File: config.mk
export PLATFORM = sky130hd
export DESIGN_NAME = aes_job_scheduler
export DESIGN_NICKNAME = d
export VERILOG_FILES = /design/src/rtl/aes_sched_pkg.sv /design/src/rtl/aes_rr_arbiter.sv /design/src/rtl/aes_job_scheduler.sv
export SDC_FILE = /design/constraint.sdc
export NUM_CORES = 1
export LEC_CHECK = 0
export ABC_AREA = 1
export CORE_AREA = 10 10 607 609
export CTS_CLUSTER_SIZE = 16
export DETAILED_ROUTE_END_ITERATION = 10
export DIE_AREA = 0 0 617 619
export GPL_ROUTABILITY_DRIVEN = 0
export PLACE_DENSITY = 0.34
export SKIP_LAST_GASP = 1
export SLEW_MARGIN = 20
export SYNTH_ARGS = -nofsm -noshare
export SYNTH_HDL_FRONTEND = slang
export SYNTH_SLANG_ARGS = --single-unit
File: constraint.sdc
create_clock -name clk -period 7.85 [get_ports clk]
set_clock_uncertainty 0.15 [all_clocks]
set_input_delay 0.785 -clock clk [delete_from_list [all_inputs] [get_ports clk]]
set_output_delay 0.785 -clock clk [all_outputs]
set_load 0.02 [all_outputs]
File: src/rtl/aes_sched_pkg.sv
// aes_sched_pkg
//   Shared definitions for the AES job scheduler: data width, fault
//   counter width, scheduler FSM state encoding and a saturating
//   increment helper used for the fault counter.
package aes_sched_pkg;

    localparam int AES_W  = 128;
    localparam int FCNT_W = 8;

    typedef enum logic [1:0] {
        ST_IDLE,
        ST_ISSUE,
        ST_WAIT,
        ST_RESP
    } sched_state_e;

    function automatic logic [FCNT_W-1:0] sat_inc(input logic [FCNT_W-1:0] v);
        return (v == '1) ? v : v + 1'b1;
    endfunction

endpackage

File: src/rtl/aes_rr_arbiter.sv
// aes_rr_arbiter
//   Combinational round-robin arbiter. Searches the request vector
//   starting at ptr_i and wrapping, and grants the first active request.
// Ports:
//   req_i      N_REQ-wide request vector
//   ptr_i      index with highest priority this cycle
//   grant_o    one-hot grant (all zero when no request)
//   grant_id_o index of the granted requester
//   any_o      at least one request is active
module aes_rr_arbiter #(
    parameter int N_REQ = 4,
    parameter int ID_W  = $clog2(N_REQ)
) (
    input  logic [N_REQ-1:0] req_i,
    input  logic [ID_W-1:0]  ptr_i,
    output logic [N_REQ-1:0] grant_o,
    output logic [ID_W-1:0]  grant_id_o,
    output logic             any_o
);

    always_comb begin
        logic [ID_W-1:0] idx;
        idx        = '0;
        grant_o    = '0;
        grant_id_o = '0;
        any_o      = 1'b0;
        for (int unsigned k = 0; k < N_REQ; k++) begin
            idx = ID_W'((32'(ptr_i) + k) % N_REQ);
            if (!any_o && req_i[idx]) begin
                any_o        = 1'b1;
                grant_o[idx] = 1'b1;
                grant_id_o   = idx;
            end
        end
    end

endmodule

File: src/rtl/aes_job_scheduler.sv
// aes_job_scheduler
//   Shares one AES-128 core between N_REQ requesters, one job at a time.
//   Jobs are granted round-robin, issued to the core, guarded by a
//   watchdog, retried up to MAX_RETRY times on a core fault alert and
//   answered with a one-cycle response pulse.
// Ports:
//   clk, rst                 clock, synchronous active-high reset
//   req_valid/req_ready      per-requester handshake (ready is one-hot)
//   req_key/req_plaintext    per-requester operands, requester i at [i*128 +: 128]
//   core_start/key/plaintext command to the shared core
//   core_inject_fault        test hook, follows test_fault
//   core_ciphertext/valid/busy/fault_alert  core status
//   rsp_*                    response pulse, id, data and failure flags
//   fault_count              saturating count of failed jobs
module aes_job_scheduler
    import aes_sched_pkg::*;
#(
    parameter int N_REQ       = 4,
    parameter int TIMEOUT_CYC = 64,
    parameter int MAX_RETRY   = 1
) (
    input  logic                       clk,
    input  logic                       rst,
    input  logic [N_REQ-1:0]           req_valid,
    output logic [N_REQ-1:0]           req_ready,
    input  logic [N_REQ*AES_W-1:0]     req_key,
    input  logic [N_REQ*AES_W-1:0]     req_plaintext,
    output logic                       core_start,
    output logic [AES_W-1:0]           core_key,
    output logic [AES_W-1:0]           core_plaintext,
    output logic                       core_inject_fault,
    input  logic                       test_fault,
    input  logic [AES_W-1:0]           core_ciphertext,
    input  logic                       core_valid,
    input  logic                       core_busy,
    input  logic                       core_fault_alert,
    output logic                       rsp_valid,
    output logic [$clog2(N_REQ)-1:0]   rsp_id,
    output logic [AES_W-1:0]           rsp_ciphertext,
    output logic                       rsp_fault,
    output logic                       rsp_timeout,
    output logic [FCNT_W-1:0]          fault_count
);

    localparam int ID_W = $clog2(N_REQ);
    localparam int WD_W = $clog2(TIMEOUT_CYC + 1);
    localparam int RT_W = $clog2(MAX_RETRY + 2);

    sched_state_e       state_q;
    logic [ID_W-1:0]    rr_ptr_q, rr_ptr_d;
    logic [ID_W-1:0]    id_q;
    logic [AES_W-1:0]   key_q, pt_q;
    logic [WD_W-1:0]    wdog_q;
    logic [RT_W-1:0]    retry_q;
    logic               core_start_q;
    logic               rsp_valid_q, rsp_fault_q, rsp_timeout_q;
    logic [ID_W-1:0]    rsp_id_q;
    logic [AES_W-1:0]   rsp_ct_q;
    logic [FCNT_W-1:0]  fault_cnt_q, fault_cnt_d;

    logic [N_REQ-1:0]   grant;
    logic [ID_W-1:0]    grant_id;
    logic               grant_any;
    logic [AES_W-1:0]   sel_key, sel_pt;

    aes_rr_arbiter #(
        .N_REQ (N_REQ),
        .ID_W  (ID_W)
    ) u_arb (
        .req_i      (req_valid),
        .ptr_i      (rr_ptr_q),
        .grant_o    (grant),
        .grant_id_o (grant_id),
        .any_o      (grant_any)
    );

    // One-hot grant makes an AND-OR mux sufficient for operand selection.
    always_comb begin
        sel_key = '0;
        sel_pt  = '0;
        for (int unsigned k = 0; k < N_REQ; k++) begin
            sel_key = sel_key | (req_key[k*AES_W +: AES_W]       & {AES_W{grant[k]}});
            sel_pt  = sel_pt  | (req_plaintext[k*AES_W +: AES_W] & {AES_W{grant[k]}});
        end
    end

    assign rr_ptr_d    = ID_W'((32'(grant_id) + 1) % N_REQ);
    assign fault_cnt_d = sat_inc(fault_cnt_q);

    // Accept is combinational so a held req_valid is taken in the same IDLE cycle.
    assign req_ready         = (state_q == ST_IDLE && !rst) ? grant : '0;
    assign core_inject_fault = test_fault;

    always_ff @(posedge clk) begin
        if (rst) begin
            state_q       <= ST_IDLE;
            rr_ptr_q      <= '0;
            id_q          <= '0;
            key_q         <= '0;
            pt_q          <= '0;
            wdog_q        <= '0;
            retry_q       <= '0;
            core_start_q  <= 1'b0;
            rsp_valid_q   <= 1'b0;
            rsp_fault_q   <= 1'b0;
            rsp_timeout_q <= 1'b0;
            rsp_id_q      <= '0;
            rsp_ct_q      <= '0;
            fault_cnt_q   <= '0;
        end else begin
            core_start_q <= 1'b0;
            case (state_q)
                ST_IDLE: begin
                    if (grant_any) begin
                        id_q     <= grant_id;
                        key_q    <= sel_key;
                        pt_q     <= sel_pt;
                        rr_ptr_q <= rr_ptr_d;
                        retry_q  <= '0;
                        wdog_q   <= '0;
                        state_q  <= ST_ISSUE;
                    end
                end
                ST_ISSUE: begin
                    if (!core_busy) begin
                        core_start_q <= 1'b1;
                        wdog_q       <= '0;
                        state_q      <= ST_WAIT;
                    end
                end
                ST_WAIT: begin
                    if (core_fault_alert) begin
                        if (retry_q < RT_W'(MAX_RETRY)) begin
                            retry_q <= retry_q + 1'b1;
                            wdog_q  <= '0;
                            state_q <= ST_ISSUE;
                        end else begin
                            rsp_valid_q   <= 1'b1;
                            rsp_fault_q   <= 1'b1;
                            rsp_timeout_q <= 1'b0;
                            rsp_ct_q      <= '0;
                            rsp_id_q      <= id_q;
                            fault_cnt_q   <= fault_cnt_d;
                            state_q       <= ST_RESP;
                        end
                    end else if (core_valid) begin
                        rsp_valid_q   <= 1'b1;
                        rsp_fault_q   <= 1'b0;
                        rsp_timeout_q <= 1'b0;
                        rsp_ct_q      <= core_ciphertext;
                        rsp_id_q      <= id_q;
                        state_q       <= ST_RESP;
                    end else if (wdog_q == WD_W'(TIMEOUT_CYC - 1)) begin
                        rsp_valid_q   <= 1'b1;
                        rsp_fault_q   <= 1'b1;
                        rsp_timeout_q <= 1'b1;
                        rsp_ct_q      <= '0;
                        rsp_id_q      <= id_q;
                        fault_cnt_q   <= fault_cnt_d;
                        state_q       <= ST_RESP;
                    end else begin
                        wdog_q <= wdog_q + 1'b1;
                    end
                end
                ST_RESP: begin
                    rsp_valid_q   <= 1'b0;
                    rsp_fault_q   <= 1'b0;
                    rsp_timeout_q <= 1'b0;
                    rsp_ct_q      <= '0;
                    rsp_id_q      <= '0;
                    state_q       <= ST_IDLE;
                end
                default: state_q <= ST_IDLE;
            endcase
        end
    end

    assign core_start     = core_start_q;
    assign core_key       = key_q;
    assign core_plaintext = pt_q;
    assign rsp_valid      = rsp_valid_q;
    assign rsp_id         = rsp_id_q;
    assign rsp_ciphertext = rsp_ct_q;
    assign rsp_fault      = rsp_fault_q;
    assign rsp_timeout    = rsp_timeout_q;
    assign fault_count    = fault_cnt_q;

endmodule

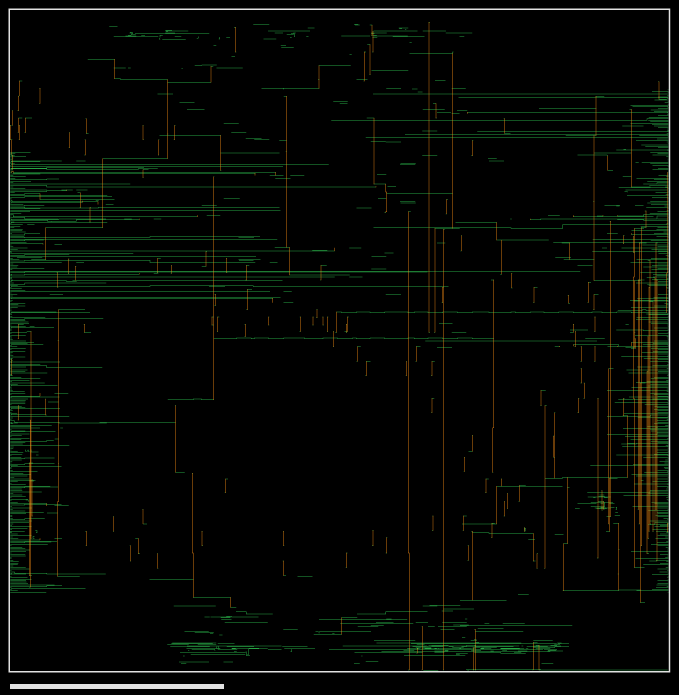
Fig. 1. Signal wires by layer (run 1).
The bar under the picture is 200 um long. Two of the layers only.
orange -> M4  # wire length 9780 um
green -> M3  # wire length 26.9 mm
Vias: 31400
Total Routed Length: 292000 um
WL/cell: 29.6 um
Tot GR Track Use: 0.144

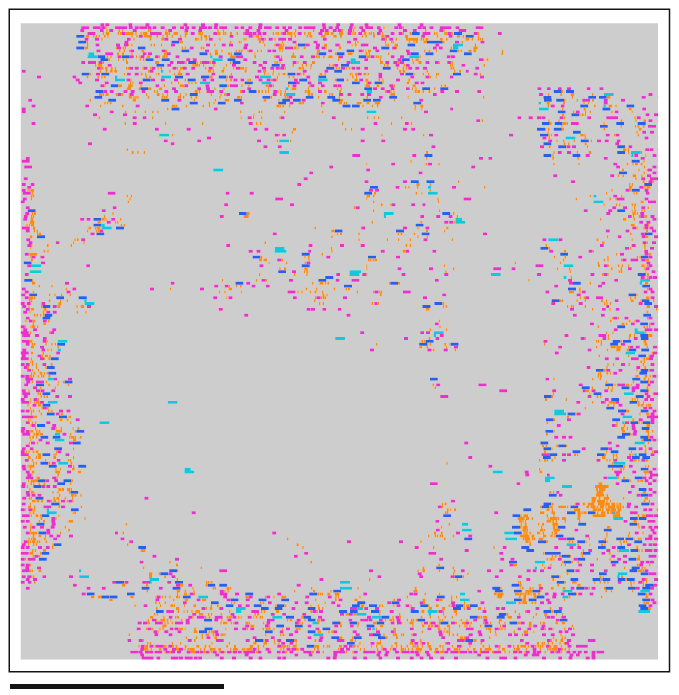
Fig. 2. Cells coloured by class (run 1).
The bar under the picture is 200 um long. Fill, decap, tap and diode cells in grey.
blue -> registers  # cells 413
orange -> remaining logic cells  # cells 2935
magenta -> remaining buffers and delay cells  # cells 1587
cyan -> clock drivers and dummy loads  # cells 125
Core Util, Final: 0.127
core area: 355000 um2
flop share of the area: 0.184
final instance area: 45000 um2
num rows: 219

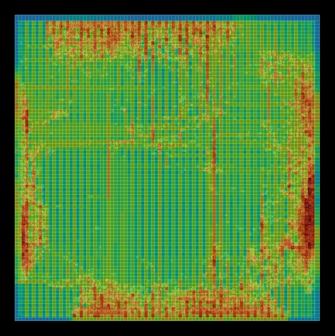
Fig. 3. Routing congestion (run 1).
met1 Track Usage GR: 0.158
layer with the highest usage: met2
met2 Usage GRT: 0.260
GR Layer Usage met3: 0.0530

==> impl_metrics.toml, run 1 <==
# generated from flow reports
[floorplan]
fp-utilization = 0.0606
dieArea_um2 = 382000
ioPinCount = 1565
die_w_um = 617

[pwr]
vdd_drop_max_mv = 0.331
switching_share = 0.528
p_comb_frac = 0.611
power_switching_mw = 8.81
p_clk_frac = 0.211
leakagePower_nw = 16.2
p_per_area_nw_per_um2 = 371
power_frac_seq = 0.179

[min_path]
hold_depth = 2
min_from = "rst"
hold_path_class = "input pin to register"

[final_layout]
drive_gt1_frac = 0.0314
area_growth_pct = 109
nets = 6182
final_cells = 9874
fillers = 41300
regArea_um2 = 8270
final-comb-area_um2 = 12000

[clock_network]
cts_tree = "done"
cts_root_buf = "clkbuf_16"
htreeDepth = 3
clk_pin_slew_ps = 60
clock_path_buffers = 4
postCtsSetupBuffers = 0
cts_resized = 0
clk_latency_ps = 800
hold_buffers = 0

[synthesis]
synth_top_area_share = 0.384
ys_warn_count = 0
post_synth.cell_area_avg_um2 = 6.00
ys_area_um2 = 21500
syn_nets = 4764
ys_seq_share = 0.384
ys_sh_mux = 0
ys_top_cells_by_area = "dfxtp_1 38%, nand2_1 28%, nor2_1 9.3%"
xor_share = 0.00203
synth_area_um2 = 21500
synthAoiAreaFrac = 0.100
top_logic_kind = "simple AND/OR/NAND/NOR gates"
simple_gate_share = 0.448
ff_type = "dfxtp_1"
netlist_instances = 3592
synthAdderAreaFrac = 0.00581
netlist_top_cells_count = "1612 x nand2_1, 533 x nor2_1, 413 x dfxtp_1, 274 x nand3_1, 267 x o21ai_0"

[grt]
first_global_vias = 31600
grt_max_degree = 183
grt_pass1_wl_um = 363000
antenna_found_initial = 212

[placement]
post-place-ws_ps = 3330
portBuffers = 1562
hpwlAfterDp_um = 251000

[setup_path]
reg2reg_to = "core_plaintext[126]"
criticalPathCategory = "register to output port"
critPathTopFamily = "simple AND/OR/NAND/NOR gates"
worst_ep_arrival_time_ps = 4090
reg2reg_depth = 14
crit_buf_inv = 4
path_cells = "inv_2, ha_1, inv_1, nand2_1, nand2_1, nor2_2, nand4_1, nand3_4, nand2_1, inv_1, clkdlybuf4s50_1"
start_kind = "register"
r2r-start = "rr_ptr_q[0]"
required_ps = 6910
crit_start = "rr_ptr_q[0]"
endpoint_kind = "output port"

[detailed_routing]
drt_iter0_markers = 2362
wl_met3_um = 26900
viasPerCell = 3.18
drt_pre_antenna_iters = 5
met2_length_um = 145000
wl_met1_um = 110000
drcViolationCount = 0
final_antenna_net_count = 0

[sta]
tightest_slew_ps = 1140
setup_viol = 0
drv_slew = 0
tns_ps = 0
finalClockPeriodUsage = 0.641
fin_hold_ws_ps = 291
fmax_mhz = 199
finalHoldViolCount = 0
worst_slack_ps = 2820
slew_headroom = 0.239
rsz0062_at_grt = "false"

[outcome]
outcome = "completed"

[job]
tool_warnings = 68
## run 1: stage by stage
step | utilization | instance area (um2)
floorplan | - | 21500
global placement | 0.119 | 42400
detailed placement | 0.119 | 42400
CTS | 0.126 | 44900
global route | 0.126 | 44900
finish | 0.127 | 45000
## run 1: state kept, by name, indices dropped and copies added, names as in the netlist, 7 cells and up
| name | cells |
|---|---|
| fault_count | 8 |
| core_key | 128 |
| wdog_q | 7 |
| core_plaintext | 128 |
| rsp_ciphertext | 128 |
## run 1: cell type report
| cell class | count | share of cell area |
|---|---|---|
| Antenna cell | 63 | 0.00350 |
| Clock buffer | 97 | 0.0457 |
| Clock inverter | 28 | 0.00928 |
| Inverter | 41 | 0.00400 |
| Multi-Input combinational cell | 2894 | 0.267 |
| Sequential cell | 413 | 0.184 |
| Tap cell | 4751 | 0.132 |
| Timing Repair Buffer | 1587 | 0.355 |
## run 1: power groups by stage
stage | sequential, mW | combinational (mW) | clock (mW)
6_report | 2.98 | 10.2 | 3.52
5_1_grt | 3.04 | 11.2 | 3.74
4_1_cts | 2.98 | 10.5 | 3.70
3_5_place_dp | 3.01 | 10.5 | 0
3_3_place_gp | 3.01 | 10.5 | 0
2_1_floorplan | 3.54 | 4.57 | 0
## run 1: placed cells by master (no fill, tap or decap), types with 5 or more instances in the layout
cell,netlist,layout
clkinvlp_4,0,6
clkinv_2,0,9
buf_4,24,12
nand3_1,274,274
nor2_1,533,532
nand4_1,8,8
clkdlybuf4s50_1,0,1561
nor3_1,11,10
o21ai_0,267,267
clkbuf_16,0,74
bufinv_16,0,9
ha_1,10,10
clkbuf_8,0,12
a21oi_1,154,154
nand2_1,1612,1612
dfxtp_1,413,413
buf_12,0,13
inv_1,36,35
diode_2,0,63
clkbuf_1,108,11
xor2_1,5,5
==> run 2, diff against run 1 <==
Settings changed: CORE_AREA 10 10 607 609 to 10 10 605 607, DIE_AREA 0 0 617 619 to 0 0 615 617.
Clock period 7.85 ns to 4.1 ns, I/O delays scaled along.
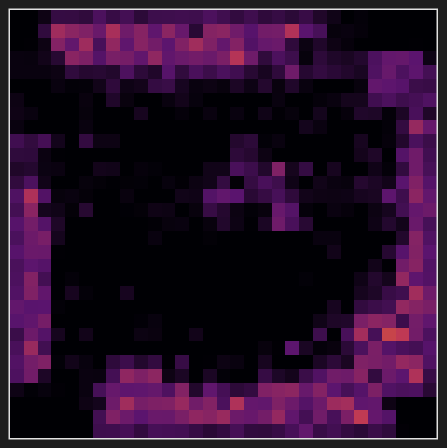
Fig. 4. Local utilization (run 2).
31 x 31 tiles, from black (low) to pale yellow (high), 0 to 100% covered.
densest ninth of the die = lower right
mean over tiles = 11%
emptiest ninth of the die = centre
fullest tile = 54%
Init Core Util: 0.0608
Core Util, Final: 0.130
core area: 354000 um2

==> impl_metrics.toml, run 2 <==
# generated from flow reports
[detailed_routing]
wl_met1_um = 109000
finalWirelength_um = 291000
drt_iter0_markers = 2329
drcViolationCount = 0
vias = 31800
viasPerCell = 3.18
drt_pre_antenna_iters = 7
final_antenna_net_count = 0
met2_length_um = 144000
wl_met3_um = 27800

[sta]
setup_viol = 0
fin_crit_ps = 3800
tns_ps = 0
drv_slew = 0
finalHoldViolCount = 0
fmax_mhz = 263
finalClockPeriodUsage = 0.926
worst_slack_ps = 303
tightest_slew_ps = 1100
slew_headroom = 0.269
rsz0062_at_grt = "false"

[clock_network]
clk_pin_slew_ps = 60
clock_path_buffers = 4
postCtsSetupBuffers = 2
cts_root_buf = "clkbuf_16"
hold_buffers = 58
htreeDepth = 3
numCtsBuffers = 71
cts_tree = "done"
clk_latency_ps = 800
cts_resized = 4
cts_sinks = 413

[outcome]
outcome = "completed"

[final_layout]
lay_top_count = "nand2_1"
nets = 6317
fillers = 41000
area_growth_pct = 114
drive_gt1_frac = 0.0447
final_cells = 9993
design_area_um2 = 46200
most-common-layout-cells = "1612 x nand2_1, 1557 x clkdlybuf4s50_1, 531 x nor2_1"

[synthesis]
synthAoiAreaFrac = 0.100
ys_top_cells_by_area = "dfxtp_1 38%, nand2_1 28%, nor2_1 9.3%"
ys_sh_mux = 0
ys_seq_share = 0.384
synth_cell_types = 25
top_logic_kind = "simple AND/OR/NAND/NOR gates"
simple_gate_share = 0.448
netlist_top_cells_count = "1612 x nand2_1, 533 x nor2_1, 413 x dfxtp_1, 274 x nand3_1, 267 x o21ai_0"
synth_top_area_share = 0.384
xor_share = 0.00203
ys_area_um2 = 21500
synth_flops = 413
ff_type = "dfxtp_1"
ys_warn_count = 0
synth.most_common_cell = "nand2_1"
synth_area_um2 = 21500
post_synth.cell_area_avg_um2 = 6.00
synthAdderAreaFrac = 0.00581
syn_nets = 4764
netlist_instances = 3592

[floorplan]
die_w_um = 615
ioPinCount = 1565
dieArea_um2 = 379000
row_count = 219

[grt]
grt_pass1_wl_um = 364000
track_usage = 0.145
grt_max_degree = 102
busiest_layer = "met2"
first_global_vias = 32100
antenna_found_initial = 200
grt_util_met3 = 0.0579

[pwr]
leakagePower_nw = 16.9
p_per_area_nw_per_um2 = 701
vdd_drop_max_mv = 0.575

[setup_path]
start_kind = "register"
endpoint_kind = "output port"
path_max_fanout = 11
criticalPathCategory = "register to output port"
required_ps = 3540
worst_ep_arrival_time_ps = 3240

[placement]
portBuffers = 1562
hpwlAfterDp_um = 253000
post-place-ws_ps = 477
dpl-instance-area_um2 = 43100

[min_path]
hold_path_class = "input pin to register"

[job]
tool_warnings = 35
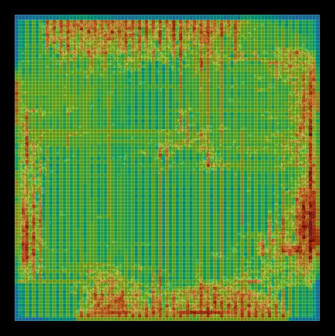
Fig. 5. Routing congestion (run 2).
met1 Track Usage GR: 0.159
WL/cell: 29.1 um
met2 Usage GRT: 0.258

==> run 2: cell counts after synthesis <==
Identical to the previous run, type by type.
==> run 2: through the flow <==
| step | utilization | hold WS [ps] |
|---|---|---|
| floorplan | - | 276 |
| global placement | 0.122 | 292 |
| detailed placement | 0.122 | 306 |
| CTS | 0.130 | 0.818 |
| global route | 0.130 | 50.0 |
| finish | 0.130 | 92.6 |
==> run 2: report_power, final <==
part | internal (mW) | switching [mW]
combinational | 6.76 | 13.5
sequential | 5.08 | 0.660
clock | 3.68 | 2.65
==> run 2: path summary, 6_finish.rpt <==
check	endpoint	cells past startpoint	slack, ps	startpoint
setup / recovery	req_ready[3]	11	300	rr_ptr_q[0]
hold / removal	rsp_ciphertext[7]	3	90	core_ciphertext[7]
setup reg to reg	core_key[5]	15	510	rr_ptr_q[0]
hold reg to reg	rsp_ciphertext[18]	2	310	rsp_ciphertext[18]
==> run 2: worst max-delay path: stages, from the launching register on <==
cell           delay (ps)
dfxtp_2               450
inv_2                 130
ha_1                  390
inv_1                 110
nand2_1                90
nand2_1                90
nor2_4                240
nand4_1               190
nand3_4               210
nand2_1                80
inv_1                  60
dlygate4sd2_1         390
==> run 2: logic make-up (layout without fill, tap and decap cells) <==
| family | after synthesis | after routing |
|---|---|---|
| simple gates | 2452 | 2452 |
| compound gates | 427 | 427 |
| flops | 413 | 413 |
| buf+inv | 285 | 1885 |
| fa+ha+maj | 10 | 10 |
| xor+xnor | 5 | 5 |
| other cells | 0 | 50 |
==> run 2: cell type report <==
cell class	count	area (um2)	share of cell area
flip-flops and latches	413	8270	0.179
well taps	4751	5940	0.129
clock buffers	98	2010	0.0435
inverters	41	180	0.00390
diodes	50	125	0.00271
repair buffers	1724	17400	0.376
clock inverters	22	256	0.00556
multi-input cells	2894	12000	0.260
Power is estimated from default activity; no workload was simulated.
